[config.mk]
export PLATFORM = sky130hd
export DESIGN_NAME = uart_msg_sequencer_flat
export DESIGN_NICKNAME = d
export VERILOG_FILES = /design/src/rtl/uart_msg_sequencer_if.sv /design/src/rtl/uart_msg_sequencer.sv /design/src/flat_wrapper.sv
export SDC_FILE = /design/constraint.sdc
export NUM_CORES = 1
export LEC_CHECK = 0
export CORE_AREA = 5 5 206 208
export DETAILED_ROUTE_END_ITERATION = 16
export DIE_AREA = 0 0 211 213
export DONT_BUFFER_PORTS = 1
export PLACE_DENSITY_LB_ADDON = 0.12
export SLEW_MARGIN = 15
export SYNTH_ARGS = -nofsm -noshare
export SYNTH_HDL_FRONTEND = slang
export SYNTH_SLANG_ARGS = --single-unit
[constraint.sdc]
create_clock -name clk -period 5.8 [get_ports clk]
set_input_delay 1.74 -clock clk [delete_from_list [all_inputs] [get_ports clk]]
set_output_delay 1.74 -clock clk [all_outputs]
set_load 0.02 [all_outputs]
[src/rtl/uart_msg_sequencer_if.sv]
// Byte handshake between the message sequencer and uart_tx.
// Master drives en/data, slave (uart_tx) answers with busy.
`timescale 1ns/1ps
interface uart_msg_sequencer_if #(
   parameter int PAYLOAD_BITS = 8
);
   logic                    tx_en;
   logic [PAYLOAD_BITS-1:0] tx_data;
   logic                    tx_busy;

   modport master (
      output tx_en,
      output tx_data,
      input  tx_busy
   );

   modport slave (
      input  tx_en,
      input  tx_data,
      output tx_busy
   );
endinterface

[src/rtl/uart_msg_sequencer.sv]
// Sends one stored message, or a run of consecutive ones, byte by byte
// through the uart_tx en/busy handshake, skipping NUL padding if asked.
`timescale 1ns/1ps
module uart_msg_sequencer #(
   parameter int PAYLOAD_BITS = 8,
   parameter int MSG_BYTES    = 16,
   parameter int NUM_MSG      = 4,
   parameter int SKIP_NUL     = 1,
   localparam int SELW = (NUM_MSG > 1) ? $clog2(NUM_MSG) : 1,
   localparam int BW   = (MSG_BYTES > 1) ? $clog2(MSG_BYTES) : 1
) (
   input  logic                                  clk,
   input  logic                                  reset,
   input  logic                                  start,
   input  logic                                  mode,
   input  logic [SELW-1:0]                       sel,
   input  logic [NUM_MSG*MSG_BYTES*PAYLOAD_BITS-1:0] msgs,
   uart_msg_sequencer_if.master                  tx,
   output logic                                  busy,
   output logic                                  done,
   output logic [SELW-1:0]                       msg_idx,
   output logic [BW-1:0]                         byte_idx
);

   localparam int S = MSG_BYTES * PAYLOAD_BITS;
   localparam logic [BW-1:0]   LAST_B = BW'(MSG_BYTES - 1);
   localparam logic [SELW-1:0] LAST_M = SELW'(NUM_MSG - 1);

   typedef enum logic [2:0] {
      IDLE, FETCH, SEND, ACK, DRAIN, NEXT, FIN
   } state_t;

   state_t                  state;
   state_t                  adv_state;
   logic                    mode_r;
   logic [1:0]              ack_cnt;
   logic [PAYLOAD_BITS-1:0] cur;
   logic [SELW-1:0]         adv_msg;
   logic [BW-1:0]           adv_byte;

   always_comb begin
      cur = msgs[int'(msg_idx)*S + int'(byte_idx)*PAYLOAD_BITS +: PAYLOAD_BITS];
   end

   // Walk step shared by NEXT and by a skipped NUL byte in FETCH.
   always_comb begin
      adv_state = FETCH;
      adv_msg   = msg_idx;
      adv_byte  = byte_idx - 1'b1;
      if (byte_idx == '0) begin
         if (mode_r && (msg_idx < LAST_M)) begin
            adv_msg  = msg_idx + 1'b1;
            adv_byte = LAST_B;
         end else begin
            adv_state = FIN;
            adv_byte  = byte_idx;
         end
      end
   end

   always_ff @(posedge clk) begin
      if (reset) begin
         state      <= IDLE;
         tx.tx_en   <= 1'b0;
         tx.tx_data <= '0;
         busy       <= 1'b0;
         done       <= 1'b0;
         msg_idx    <= '0;
         byte_idx   <= LAST_B;
         mode_r     <= 1'b0;
         ack_cnt    <= '0;
      end else begin
         tx.tx_en <= 1'b0;
         done     <= 1'b0;
         unique case (state)
            IDLE: begin
               if (start) begin
                  busy     <= 1'b1;
                  mode_r   <= mode;
                  byte_idx <= LAST_B;
                  if (int'(sel) >= NUM_MSG) begin
                     state <= FIN;
                     done  <= 1'b1;
                  end else begin
                     msg_idx <= sel;
                     state   <= FETCH;
                  end
               end
            end
            FETCH: begin
               if ((SKIP_NUL != 0) && (cur == '0)) begin
                  state    <= adv_state;
                  msg_idx  <= adv_msg;
                  byte_idx <= adv_byte;
                  done     <= (adv_state == FIN);
               end else if (!tx.tx_busy) begin
                  tx.tx_data <= cur;
                  tx.tx_en   <= 1'b1;
                  state      <= SEND;
               end
            end
            SEND: begin
               ack_cnt <= '0;
               state   <= ACK;
            end
            // A uart_tx that never raises busy still lets the walk proceed.
            ACK: begin
               if (tx.tx_busy) begin
                  state <= DRAIN;
               end else if (ack_cnt == 2'd3) begin
                  state <= NEXT;
               end else begin
                  ack_cnt <= ack_cnt + 1'b1;
               end
            end
            DRAIN: begin
               if (!tx.tx_busy) begin
                  state <= NEXT;
               end
            end
            NEXT: begin
               state    <= adv_state;
               msg_idx  <= adv_msg;
               byte_idx <= adv_byte;
               done     <= (adv_state == FIN);
            end
            FIN: begin
               busy  <= 1'b0;
               state <= IDLE;
            end
            default: state <= IDLE;
         endcase
      end
   end

endmodule
[src/flat_wrapper.sv]
// flat-port wrapper written by rule: the top's interface ports become plain ports
module uart_msg_sequencer_flat 
#(
   parameter int PAYLOAD_BITS = 8,
   parameter int MSG_BYTES    = 16,
   parameter int NUM_MSG      = 4,
   parameter int SKIP_NUL     = 1,
   localparam int SELW = (NUM_MSG > 1) ? $clog2(NUM_MSG) : 1,
   localparam int BW   = (MSG_BYTES > 1) ? $clog2(MSG_BYTES) : 1
)
  (clk, reset, start, mode, sel, msgs, busy, done, msg_idx, byte_idx, tx_tx_en, tx_tx_data, tx_tx_busy);
  uart_msg_sequencer_if #(.PAYLOAD_BITS(PAYLOAD_BITS)) tx_i ();
  input  logic clk;
  input  logic reset;
  input  logic start;
  input  logic mode;
  input  logic [SELW-1:0] sel;
  input  logic [NUM_MSG*MSG_BYTES*PAYLOAD_BITS-1:0] msgs;
  output logic busy;
  output logic done;
  output logic [SELW-1:0] msg_idx;
  output logic [BW-1:0] byte_idx;
  output wire logic [$bits(tx_i.tx_en)-1:0] tx_tx_en;
  output wire logic [$bits(tx_i.tx_data)-1:0] tx_tx_data;
  input wire logic [$bits(tx_i.tx_busy)-1:0] tx_tx_busy;
  assign tx_tx_en = tx_i.tx_en;
  assign tx_tx_data = tx_i.tx_data;
  assign tx_i.tx_busy = tx_tx_busy;
  uart_msg_sequencer #(.PAYLOAD_BITS(PAYLOAD_BITS), .MSG_BYTES(MSG_BYTES), .NUM_MSG(NUM_MSG), .SKIP_NUL(SKIP_NUL)) u_core (.clk(clk), .reset(reset), .start(start), .mode(mode), .sel(sel), .msgs(msgs), .tx(tx_i), .busy(busy), .done(done), .msg_idx(msg_idx), .byte_idx(byte_idx));
endmodule
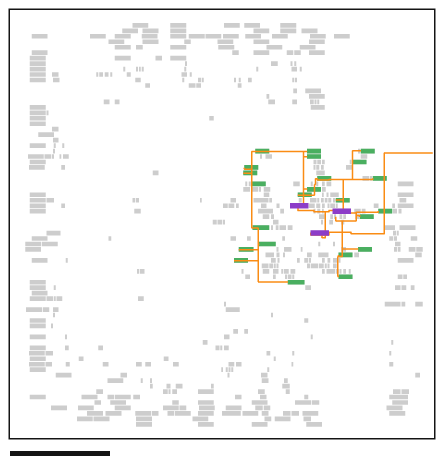
Figure 1: run 1, clock wires, drivers and flops.
The bar under the picture is 50 µm long.
legend:
  orange:
    item: clock wires
    length: 480 µm
  green:
    item: flip-flops
    count: 23
  purple:
    item: clock-net drivers
    count: 3
routed clock nets: 4

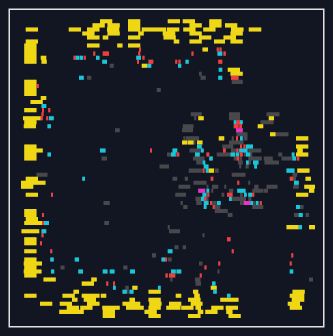
Figure 2: run 1, selected gate families.
legend:
  cyan:
    family: aoi and oai cells
    cells: 82
    most_used: a21oi_1
  magenta:
    family: fa/ha/maj cells
    cells: 3
    most_used: ha_1
  red:
    family: nand cells
    cells: 76
    most_used: nand2_1
    where: all over the die
  yellow:
    family: mux cells
    cells: 175
    most_used: mux4_2
    where: all over the die

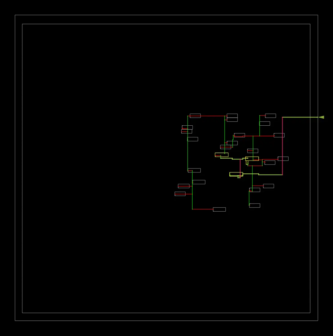
Figure 3: run 1, the clock network.
clk_lat worst skew: 260 ps
clock network power: 159 µW
Fin Clk Skew: 4.70 ps

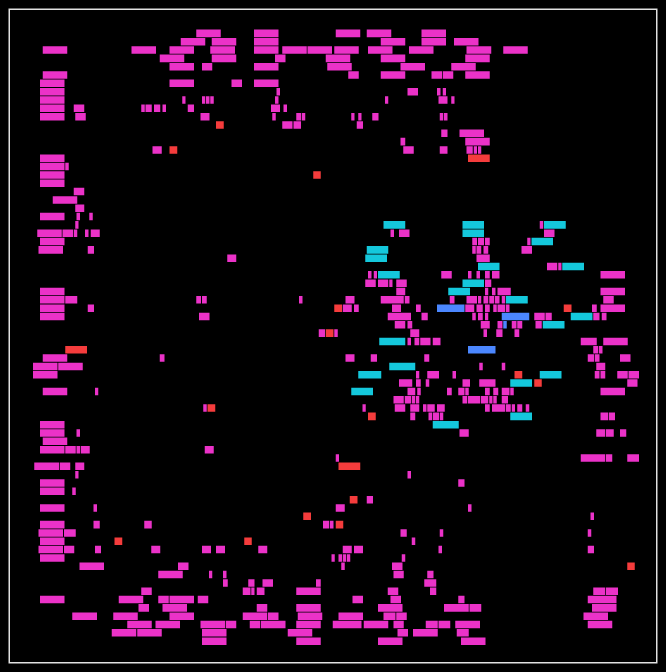
Figure 4: run 1, placement by cell class.
legend:
  red:
    class: remaining buffers and delay cells
    cells: 19
    share_of_their_area: 3.3%
  cyan:
    class: registers
    cells: 23
    share_of_their_area: 8.7%
  magenta:
    class: remaining logic cells
    cells: 413
    share_of_their_area: 86%
  blue:
    class: clock drivers and dummy loads
    cells: 4
    share_of_their_area: 1.5%
row cnt: 74
Final Cell Area: 6080 µm²
Seq/total area: 0.0778
fin util: 0.151

==> impl_metrics.env, run 1 <==
# flow metrics
export IMPL_status="finished clean"
export IMPL_clock_buffers=4
export IMPL_drt_pass1_iterations=5
export IMPL_yosysUniqueCellTypes=56
export IMPL_fp_util=0.135
export IMPL_start_kind="input pin"
export IMPL_drt_met1_wl_um=13500
export IMPL_relSlewSlack=0.394
export IMPL_peakVddDrop_mv=0.0796
export IMPL_hold_end="u_core.ack_cnt[1]$_SDFFE_PP0P_"
export IMPL_diodes=4
export IMPL_ys_chip_area_um2=5450
export IMPL_period_used=0.791
export IMPL_crit_chain="mux4_1, mux2_2, o22ai_1, a2111oi_0, buf_4, a31o_2, nor4_4, a21oi_2, or3_4, o32a_1"
export IMPL_use_met1=0.177
export IMPL_seq_power_share=0.258
export IMPL_hold_path_class="register to register"
export IMPL_p_sw_uw=425
export IMPL_die_h_um=213
export IMPL_postCtsHoldBufs=0
export IMPL_worst_path_max_fanout=13
export IMPL_place_inst=987
export IMPL_end_kind="register"
export IMPL_antenna_left=0
export IMPL_cp_slowest_stage_delay_ps=470
export IMPL_finalSetupTns_ps=0
export IMPL_use_met3=0.0486
export IMPL_sh_comb_area=0.762
export IMPL_ff2ff_setup_slack_ps=1520
export IMPL_grt_pass1_vias=5438
export IMPL_gr_usage_met2=0.246
export IMPL_async_flop_share=0
export IMPL_top_register="u_core.tx.tx_data"
export IMPL_signal_buffers=19
export IMPL_fin_nets=982
export IMPL_top_regs="u_core.tx.tx_data x8, u_core.byte_idx x4, u_core.state x3"
export IMPL_flop_area_um2=473
export IMPL_cellPowerDensity_nw_per_um2=151
export IMPL_lay_top_count="mux4_2"
export IMPL_reg2reg_to="u_core.byte_idx[2]$_SDFFE_PP1P_"
export IMPL_cts_num_sinks=23
export IMPL_crit_required_ps=5950
export IMPL_reg2reg_depth=11
export IMPL_fill_cells=4529
export IMPL_path_buffers=1
export IMPL_num_tap_cells=532
export IMPL_pg_seq_uw=237
export IMPL_syn_inst=490
export IMPL_wl_met3_um=3070
export IMPL_finalWeightedCongestion=0.888
export IMPL_drt_drc_violations_left=0
export IMPL_cp_depth=10
export IMPL_grt_overflow_total=0
export IMPL_ys_warn_count=0
export IMPL_topRoutingLayerUsed="met5"
export IMPL_max_cap_viol_count=0
export IMPL_p_leak_nw=1.99
export IMPL_postCtsSetupBuffers=0
export IMPL_seq_cells=23
export IMPL_switching_share=0.463
export IMPL_vias=4917
export IMPL_wl_um=34800
export IMPL_p_comb_uw=521
export IMPL_reg2reg_from="u_core.byte_idx[2]$_SDFFE_PP1P_"
export IMPL_clock_tree_root_cell="clkbuf_16"
export IMPL_total_power_uw=917
export IMPL_io_pins=536
export IMPL_clkCellAreaFrac=0.0130
export IMPL_postSynthSeqShare=0.0844
export IMPL_cts_tree="built"
export IMPL_timing_hold_ws_ps=478
export IMPL_avgViaCountPerCell=4.94
export IMPL_cts_buffers=3
export IMPL_ys_sh_mux=0.598
export IMPL_critPathCapture="u_core.byte_idx[2]$_SDFFE_PP1P_"
export IMPL_crit_family="AND-OR/OR-AND gates"
export IMPL_min_path_cells=2
export IMPL_inverters=11
export IMPL_fin_crit_ps=4590
export IMPL_layout_area_overhead_vs_synth_pct=11.5
export IMPL_grt_max_degree=58
export IMPL_io_buffers=0
export IMPL_maxPowerGroup="combinational cells"
export IMPL_largestClassByArea="combinational gates"
export IMPL_final_nonclk_buf_share=0.0296
export IMPL_ys_sh_xor=0
export IMPL_fp_dieW_um=211
export IMPL_finalNonFillerCells=995
export IMPL_final_cell_mix="mux4_2, nand2_1, mux2i_1"
export IMPL_logic_gate_count=402
export IMPL_simple_gate_area_frac=0.106
export IMPL_adder_share=0.00688
export IMPL_pwr_share_comb=0.568
export IMPL_tightest_slew_ps=904
export IMPL_wl_per_cell_um=35.0
export IMPL_largest_reg_flops=8
export IMPL_grtUsageTotal=0.142
export IMPL_antenna_found_initial=13
export IMPL_clkPwrFrac=0.173
export IMPL_wl_met2_um=17700
export IMPL_cts_path_max_buffers=2
export IMPL_min_from="u_core.ack_cnt[1]$_SDFFE_PP0P_"
export IMPL_synth_flops=23
export IMPL_drv_slew=0
export IMPL_yosysCellCount=490
export IMPL_crit_type="input pin to register"
export IMPL_setup_viol=0
export IMPL_rsz0062_at_grt="no"
export IMPL_drive_above_1_share=0.366
export IMPL_fmax_mhz=218
export IMPL_arrival_ps=4740
export IMPL_preCtsSetupSlack_ps=930
export IMPL_netlist_area_um2=5450
export IMPL_edf_count=0
export IMPL_drt_initial_drc_count=373
export IMPL_dp_hpwl_um=30000
export IMPL_cp_slowest_cell="mux4_1"
export IMPL_placed_cell_area_um2=5990
export IMPL_cts_htree_levels=1
export IMPL_hold_viol_final=0
export IMPL_fp_nets=1012
export IMPL_intPower_uw=492
export IMPL_ctsResizeCount=0
export IMPL_grt_pass1_wl_um=45700
export IMPL_setup_slack_ps=1210
export IMPL_top_usage_layer="met2"
export IMPL_avgSynthCellArea_um2=11.1
export IMPL_die_area_um2=44900
export IMPL_clk_pin_slew_worst_paths_ps=60
export IMPL_yosys_most_used_dff="dfxtp_1"
export IMPL_design_core_area_um2=40400
export IMPL_comb_area_um2=4630
export IMPL_tool_warnings=26
export IMPL_ys_sh_aoi=0.137
export IMPL_synthTopLogicFamily="multiplexers"
export IMPL_cp_startpoint="msgs[94]"
-- run 1: cells in the mapped netlist (8+ instances only) --
| master | n | area [µm²] |
|---|---|---|
| mux4_2 | 117 | 2640 |
| nand2_1 | 61 | 229 |
| mux2i_1 | 45 | 450 |
| buf_2 | 25 | 125 |
| dfxtp_1 | 23 | 460 |
| nor2_1 | 23 | 86.3 |
| clkbuf_1 | 14 | 52.6 |
| a21oi_1 | 13 | 65.1 |
| mux2_2 | 11 | 124 |
| o21ai_0 | 11 | 55.1 |
| o22ai_1 | 11 | 68.8 |
| a32oi_1 | 10 | 87.6 |
| nand3_1 | 10 | 50.1 |
| a31oi_1 | 9 | 56.3 |
| inv_1 | 8 | 30.0 |
| nor3_1 | 8 | 40.0 |
==> inputs of run 2 (changes only) <==
==> constraint.sdc (replaced) <==
create_clock -name clk -period 3.7 [get_ports clk]
set_input_delay 1.11 -clock clk [delete_from_list [all_inputs] [get_ports clk]]
set_output_delay 1.11 -clock clk [all_outputs]
set_load 0.02 [all_outputs]
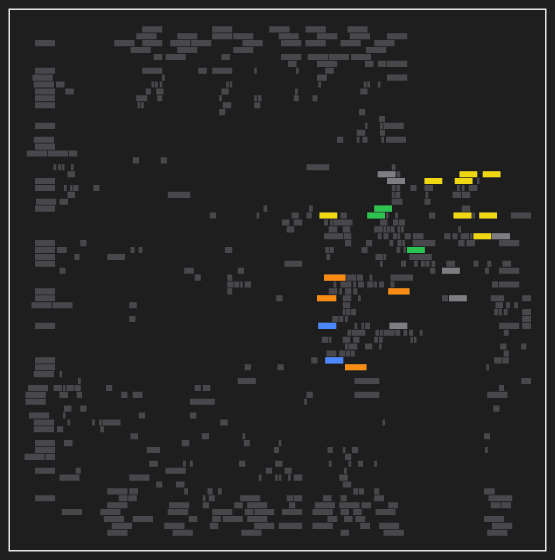
Figure 5: run 2, register map, names as in the netlist.
Other sequential cells in the stronger gray, the rest of the logic in the fainter gray.
legend:
  blue:
    name_in_the_netlist: u_core.msg_idx
    sequential_cells: 2
  orange:
    name_in_the_netlist: u_core.byte_idx
    sequential_cells: 4
  yellow:
    name_in_the_netlist: u_core.tx.tx_data
    sequential_cells: 8
  green:
    name_in_the_netlist: u_core.state
    sequential_cells: 3
not colored: 6
Seq/total area: 0.0724
Reg area: 473 µm²
fin util: 0.162
sequential power: 369 µW

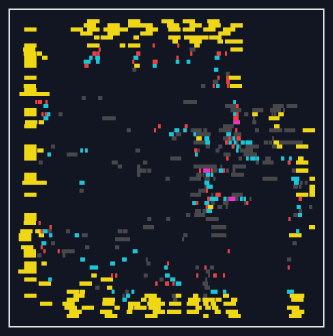
Figure 6: run 2, selected gate families.
legend:
  yellow:
    family: mux cells
    cells: 175
    most_used: mux4_2
    where: all over the die
  magenta:
    family: fa/ha/maj cells
    cells: 3
    most_used: ha_1
  cyan:
    family: aoi and oai cells
    cells: 82
    most_used: a21oi_1
  red:
    family: nand cells
    cells: 76
    most_used: nand2_1
    where: all over the die
most numerous logic cell after layout: mux4_2
fraction of area in multi-input gates: 0.713
fin cells: 1,036

==> run 2 against run 1 <==
Effect of this change:
- global-route usage shrank 0.12 points
- largest power group unchanged
- largest cell class unchanged
- synthesized cell count unchanged
- via count rose by 2.7%
- sequential share of layout area fell by 0.54 points
==> impl_metrics.env, run 2 <==
# flow metrics
export IMPL_worst_path_max_fanout=7
export IMPL_reg2reg_to="u_core.msg_idx[0]$_SDFFE_PP0P_"
export IMPL_clk_pin_slew_worst_paths_ps=60
export IMPL_cts_htree_levels=1
export IMPL_wl_met3_um=3000
export IMPL_pwr_share_comb=0.601
export IMPL_switching_share=0.437
export IMPL_clock_buffers=3
export IMPL_cts_path_max_buffers=2
export IMPL_placed_cell_area_um2=6310
export IMPL_hold_viol_final=0
export IMPL_wl_per_cell_um=34.6
export IMPL_drt_initial_drc_count=496
export IMPL_grt_pass1_wl_um=45200
export IMPL_drive_above_1_share=0.432
export IMPL_min_from="u_core.mode_r$_SDFFE_PP0P_"
export IMPL_ys_warn_count=0
export IMPL_grt_pass1_vias=5490
export IMPL_min_path_cells=2
export IMPL_p_comb_uw=921
export IMPL_yosys_most_used_dff="dfxtp_1"
export IMPL_clk_latency_ps=260
export IMPL_tool_warnings=26
export IMPL_top_register="u_core.tx.tx_data"
export IMPL_grtUsageTotal=0.141
export IMPL_clock_tree_root_cell="clkbuf_16"
export IMPL_drv_slew=0
export IMPL_netlist_area_um2=5450
export IMPL_io_pins=536
export IMPL_intPower_uw=862
export IMPL_end_kind="register"
export IMPL_yosysMostFrequentCell="mux4_2"
export IMPL_drt_met1_wl_um=13800
export IMPL_hold_path_class="register to register"
export IMPL_ys_sh_aoi=0.137
export IMPL_finalWeightedCongestion=0.880
export IMPL_critPathCapture="u_core.msg_idx[0]$_SDFFE_PP0P_"
export IMPL_grt_overflow_total=0
export IMPL_setup_viol=0
export IMPL_seq_power_share=0.241
export IMPL_io_buffers=0
export IMPL_crit_required_ps=3890
export IMPL_fin_crit_ps=3510
export IMPL_finalSetupTns_ps=0
export IMPL_synth_flops=23
export IMPL_start_kind="input pin"
export IMPL_cts_tree="built"
export IMPL_peakVddDrop_mv=0.140
export IMPL_drt_drc_violations_left=0
export IMPL_maxPowerGroup="combinational cells"
export IMPL_antenna_left=0
export IMPL_status="finished clean"
export IMPL_total_power_mw=1.53
export IMPL_num_rows=74
export IMPL_avgSynthCellArea_um2=11.1
export IMPL_simple_gate_area_frac=0.106
export IMPL_clkPwrFrac=0.158
export IMPL_timing_hold_ws_ps=483
export IMPL_wl_met2_um=18500
export IMPL_num_tap_cells=532
export IMPL_ff2ff_setup_slack_ps=200
export IMPL_top_regs="u_core.tx.tx_data x8, u_core.byte_idx x4, u_core.state x3"
export IMPL_die_area_um2=44900
export IMPL_die_h_um=213
export IMPL_cp_startpoint="msgs[184]"
export IMPL_diodes=4
export IMPL_cts_num_sinks=23
export IMPL_logic_gate_count=402
export IMPL_yosysUniqueCellTypes=56
export IMPL_topCellsByArea="mux4_2, dfxtp_1, mux2i_1"
export IMPL_top_area_cell="mux4_2"
export IMPL_syn_inst=490
export IMPL_top_cells_by_count="mux4_2, nand2_1, mux2i_1"
export IMPL_crit_chain="mux4_2, mux2_2, o22ai_1, buf_4, a221oi_1, o2bb2ai_1, nor4_4, a21oi_2, buf_4, a2111oi_2, o21bai_1"
export IMPL_seq_cells=23
export IMPL_p_sw_uw=670
export IMPL_setup_slack_ps=191
export IMPL_design_core_area_um2=40400
export IMPL_tightest_slew_ps=850
export IMPL_cp_slowest_stage_delay_ps=430
export IMPL_final_cell_mix="mux4_2, nand2_1, buf_4"
export IMPL_skew_ps=2.25
export IMPL_avgViaCountPerCell=4.88
run 2: cell counts after synthesis:
Identical to the previous run, type by type.
run 2: metrics by stage:
stage / cells / utilization
2_1_floorplan: 490 / -
3_3_place_gp: 1023 / 0.156
3_5_place_dp: 1023 / 0.156
4_1_cts: 1027 / 0.159
5_1_grt: 1035 / 0.162
6_report: 1036 / 0.162
run 2: critical path: cells and delay by family:
kind / cells / cell delay (ps)
mux: 2 / 760
simple gates: 1 / 300
compound gates: 6 / 1200
buf+inv: 2 / 350
run 2: timing repair:
item	4_1_cts	5_1_grt
resized	4	7
setup endpoints to repair	14	7
setup buffers	0	3
pin swaps	0	1
cloned	0	2
Figure 7. Clock wires, drivers and flops (run 2).
The bar under the picture is 50 µm long.
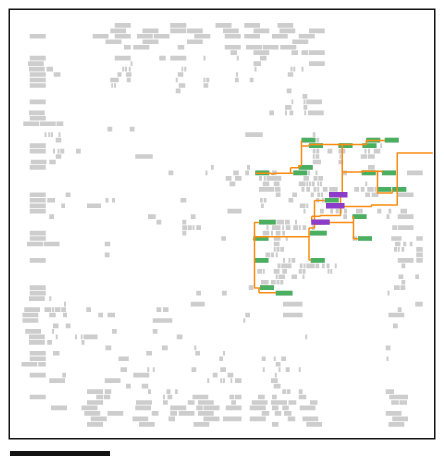

==> inputs of run 3 (changes only) <==
--- a/config.mk
+++ b/config.mk
@@ -5,10 +5,11 @@
 export SDC_FILE = /design/constraint.sdc
 export NUM_CORES = 1
 export LEC_CHECK = 0
-export CORE_AREA = 5 5 206 208
+export ABC_CLOCK_PERIOD_IN_PS = 3700
+export CORE_AREA = 5 5 205 207
 export DETAILED_ROUTE_END_ITERATION = 16
-export DIE_AREA = 0 0 211 213
-export DONT_BUFFER_PORTS = 1
+export DIE_AREA = 0 0 210 212
+export GPL_ROUTABILITY_DRIVEN = 0
 export PLACE_DENSITY_LB_ADDON = 0.12
 export SLEW_MARGIN = 15
 export SYNTH_ARGS = -nofsm -noshare
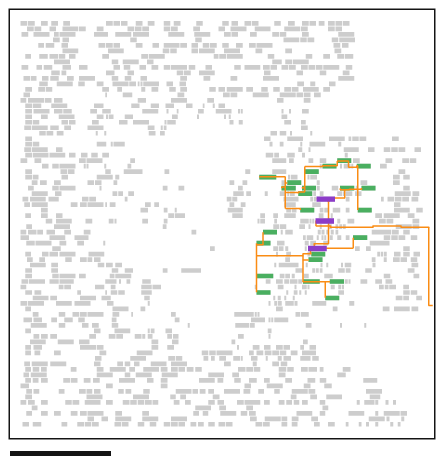
Figure 8: run 3, clock wires, drivers and flops.
The bar under the picture is 50 µm long.
clock network power: 243 µW
Fin Clk Skew: 7.09 ps
clock power share: 0.111

==> run 3 against run 2 <==
Effect of this change:
- total power is 43% higher
- combinational power is 74% higher
- synthesized cell count stayed put
- largest cell class is now non-clock buffers
- highest routed layer unchanged
==> impl_metrics.env, run 3 <==
# flow metrics
export IMPL_signal_buffers=603
export IMPL_die_h_um=212
export IMPL_min_from="u_core.ack_cnt[1]$_SDFFE_PP0P_"
export IMPL_antenna_found_initial=5
export IMPL_syn_inst=490
export IMPL_setup_viol=0
export IMPL_wl_met2_um=22700
export IMPL_max_cap_viol_count=0
export IMPL_reg2reg_to="u_core.byte_idx[2]$_SDFFE_PP1P_"
export IMPL_arrival_ps=3760
export IMPL_peakVddDrop_mv=0.167
export IMPL_postSynthSeqShare=0.0844
export IMPL_synth_flops=23
export IMPL_top_area_cell="mux4_2"
export IMPL_cts_buffers=3
export IMPL_top_usage_layer="met2"
export IMPL_ys_warn_count=0
export IMPL_cts_htree_levels=1
export IMPL_grt_overflow_total=0
export IMPL_num_tap_cells=532
export IMPL_layout_area_overhead_vs_synth_pct=124
export IMPL_grt_max_degree=38
export IMPL_maxPowerGroup="combinational cells"
export IMPL_grt_pass1_wl_um=56700
export IMPL_gr_usage_met2=0.336
export IMPL_seq_cells=23
export IMPL_crit_required_ps=3850
export IMPL_grt_pass1_vias=7903
export IMPL_flop_area_um2=472
export IMPL_start_kind="input pin"
export IMPL_netlist_area_um2=5450
export IMPL_pg_seq_uw=353
export IMPL_intPower_mw=1.39
export IMPL_drv_slew=0
export IMPL_placed_cell_area_um2=11700
export IMPL_seq_power_share=0.161
export IMPL_total_power_mw=2.20
export IMPL_diodes=4
export IMPL_cts_tree="built"
export IMPL_io_buffers=535
export IMPL_yosysUniqueCellTypes=56
export IMPL_antenna_left=0
export IMPL_cts_num_sinks=23
export IMPL_p_comb_mw=1.60
export IMPL_use_met1=0.200
export IMPL_fill_cells=4242
export IMPL_drt_initial_drc_count=236
export IMPL_wl_um=41300
export IMPL_tool_warnings=26
export IMPL_fp_nets=1012
export IMPL_clkCellAreaFrac=0.00656
export IMPL_relSlewSlack=0.492
export IMPL_drt_drc_violations_left=0
export IMPL_pwr_share_comb=0.728
export IMPL_num_rows=74
export IMPL_critPathCapture="u_core.byte_idx[2]$_SDFFE_PP1P_"
export IMPL_min_path_cells=2
export IMPL_ff2ff_setup_slack_ps=250
export IMPL_wl_met3_um=2560
export IMPL_logic_gate_count=402
export IMPL_top_cells_by_count="mux4_2, nand2_1, mux2i_1"
export IMPL_post_route_util=0.304
export IMPL_yosysCellCount=490
export IMPL_fp_dieW_um=210
export IMPL_cellPowerDensity_nw_per_um2=180
export IMPL_comb_area_um2=5040
export IMPL_yosys_most_used_dff="dfxtp_1"
export IMPL_hold_viol_final=0
export IMPL_crit_type="input pin to register"
export IMPL_fp_util=0.136
export IMPL_cts_path_max_buffers=2
export IMPL_design_core_area_um2=40200
export IMPL_drt_met1_wl_um=15600
export IMPL_timing_hold_ws_ps=484
export IMPL_reg2reg_from="u_core.byte_idx[0]$_SDFFE_PP1P_"
export IMPL_async_flop_share=0
export IMPL_clock_tree_root_cell="clkbuf_16"
export IMPL_topCellsByArea="mux4_2, dfxtp_1, mux2i_1"
export IMPL_top_regs="u_core.tx.tx_data x8, u_core.byte_idx x4, u_core.state x3"
export IMPL_edf_count=0
export IMPL_end_kind="register"
export IMPL_dp_hpwl_um=36700
export IMPL_avgSynthCellArea_um2=11.1
export IMPL_seqAreaFraction=0.0386
export IMPL_p_sw_uw=802
export IMPL_die_area_um2=44500
export IMPL_period_used=0.976
export IMPL_fin_crit_ps=3610
export IMPL_reg2reg_depth=10
export IMPL_drt_pass1_iterations=6
export IMPL_setup_slack_ps=89.5
export IMPL_clock_buffers=3
export IMPL_largestClassByArea="non-clock buffers"
export IMPL_avgViaCountPerCell=4.35
export IMPL_place_inst=1564
export IMPL_yosysMostFrequentCell="mux4_2"
export IMPL_top_register="u_core.tx.tx_data"
export IMPL_grtUsageTotal=0.174
export IMPL_io_pins=536
export IMPL_use_met3=0.0426
export IMPL_hold_end="u_core.ack_cnt[1]$_SDFFE_PP0P_"
export IMPL_status="finished clean"
export IMPL_switching_share=0.365
export IMPL_fin_nets=1566
export IMPL_drive_above_1_share=0.267
export IMPL_final_area_um2=12200
export IMPL_inverters=11
export IMPL_top_cell_area_share=0.483
export IMPL_wl_per_cell_um=26.1
export IMPL_final_cell_mix="clkdlybuf4s50_1, mux4_2, dlygate4sd2_1"
export IMPL_fmax_mhz=277
export IMPL_hold_path_class="register to register"
export IMPL_finalSetupTns_ps=0
export IMPL_ys_chip_area_um2=5450
export IMPL_largest_reg_flops=8
export IMPL_tightest_slew_ps=761
export IMPL_vias=6865
export IMPL_p_leak_nw=4.91
export IMPL_topRoutingLayerUsed="met5"
export IMPL_clk_pin_slew_worst_paths_ps=70
export IMPL_cp_startpoint="msgs[153]"
export IMPL_final_nonclk_buf_share=0.483
export IMPL_preCtsSetupSlack_ps=-690
export IMPL_worst_path_max_fanout=5
export IMPL_clk_latency_ps=260
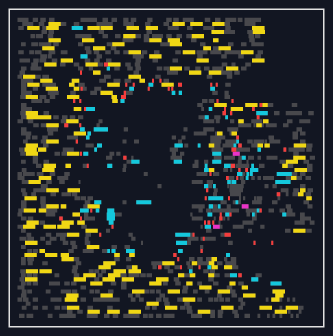
Figure 9: run 3, selected gate families.
legend:
  cyan:
    family: aoi and oai cells
    cells: 82
    most_used: a21oi_1
  yellow:
    family: mux cells
    cells: 175
    most_used: mux4_2
    where: all over the die
  red:
    family: nand cells
    cells: 76
    most_used: nand2_1
  magenta:
    family: fa/ha/maj cells
    cells: 3
    most_used: ha_1
fin cells: 1,579
fraction of area in multi-input gates: 0.413
most numerous logic cell after layout: clkdlybuf4s50_1

==> run 3: cell families (layout without fill, tap and decap cells) <==
family / after synthesis / count (layout) / synth area share
flops: 23 / 23 / 0.0844
mux: 175 / 175 / 0.598
other cells: 0 / 4 / 0
buf+inv: 65 / 618 / 0.0675
compound gates: 100 / 100 / 0.137
fa+ha+maj: 3 / 3 / 0.00688
simple gates: 124 / 124 / 0.106
==> run 3: repair_timing <==
item,4_1_cts,5_1_grt
resized,179,79
setup buffers,7,2
pin swaps,34,17
hold buffers,0,0
endpoints found under the setup margin,19,5
==> run 3: critical path: stages <==
cell,delay (ps)
dlygate4sd2_1,260
mux4_2,480
mux4_2,510
o21ai_2,160
nand2_2,100
nor4_4,370
a21oi_4,120
or3_4,350
o32a_1,290
No activity file was given, so power comes from the tool's default toggle rates.
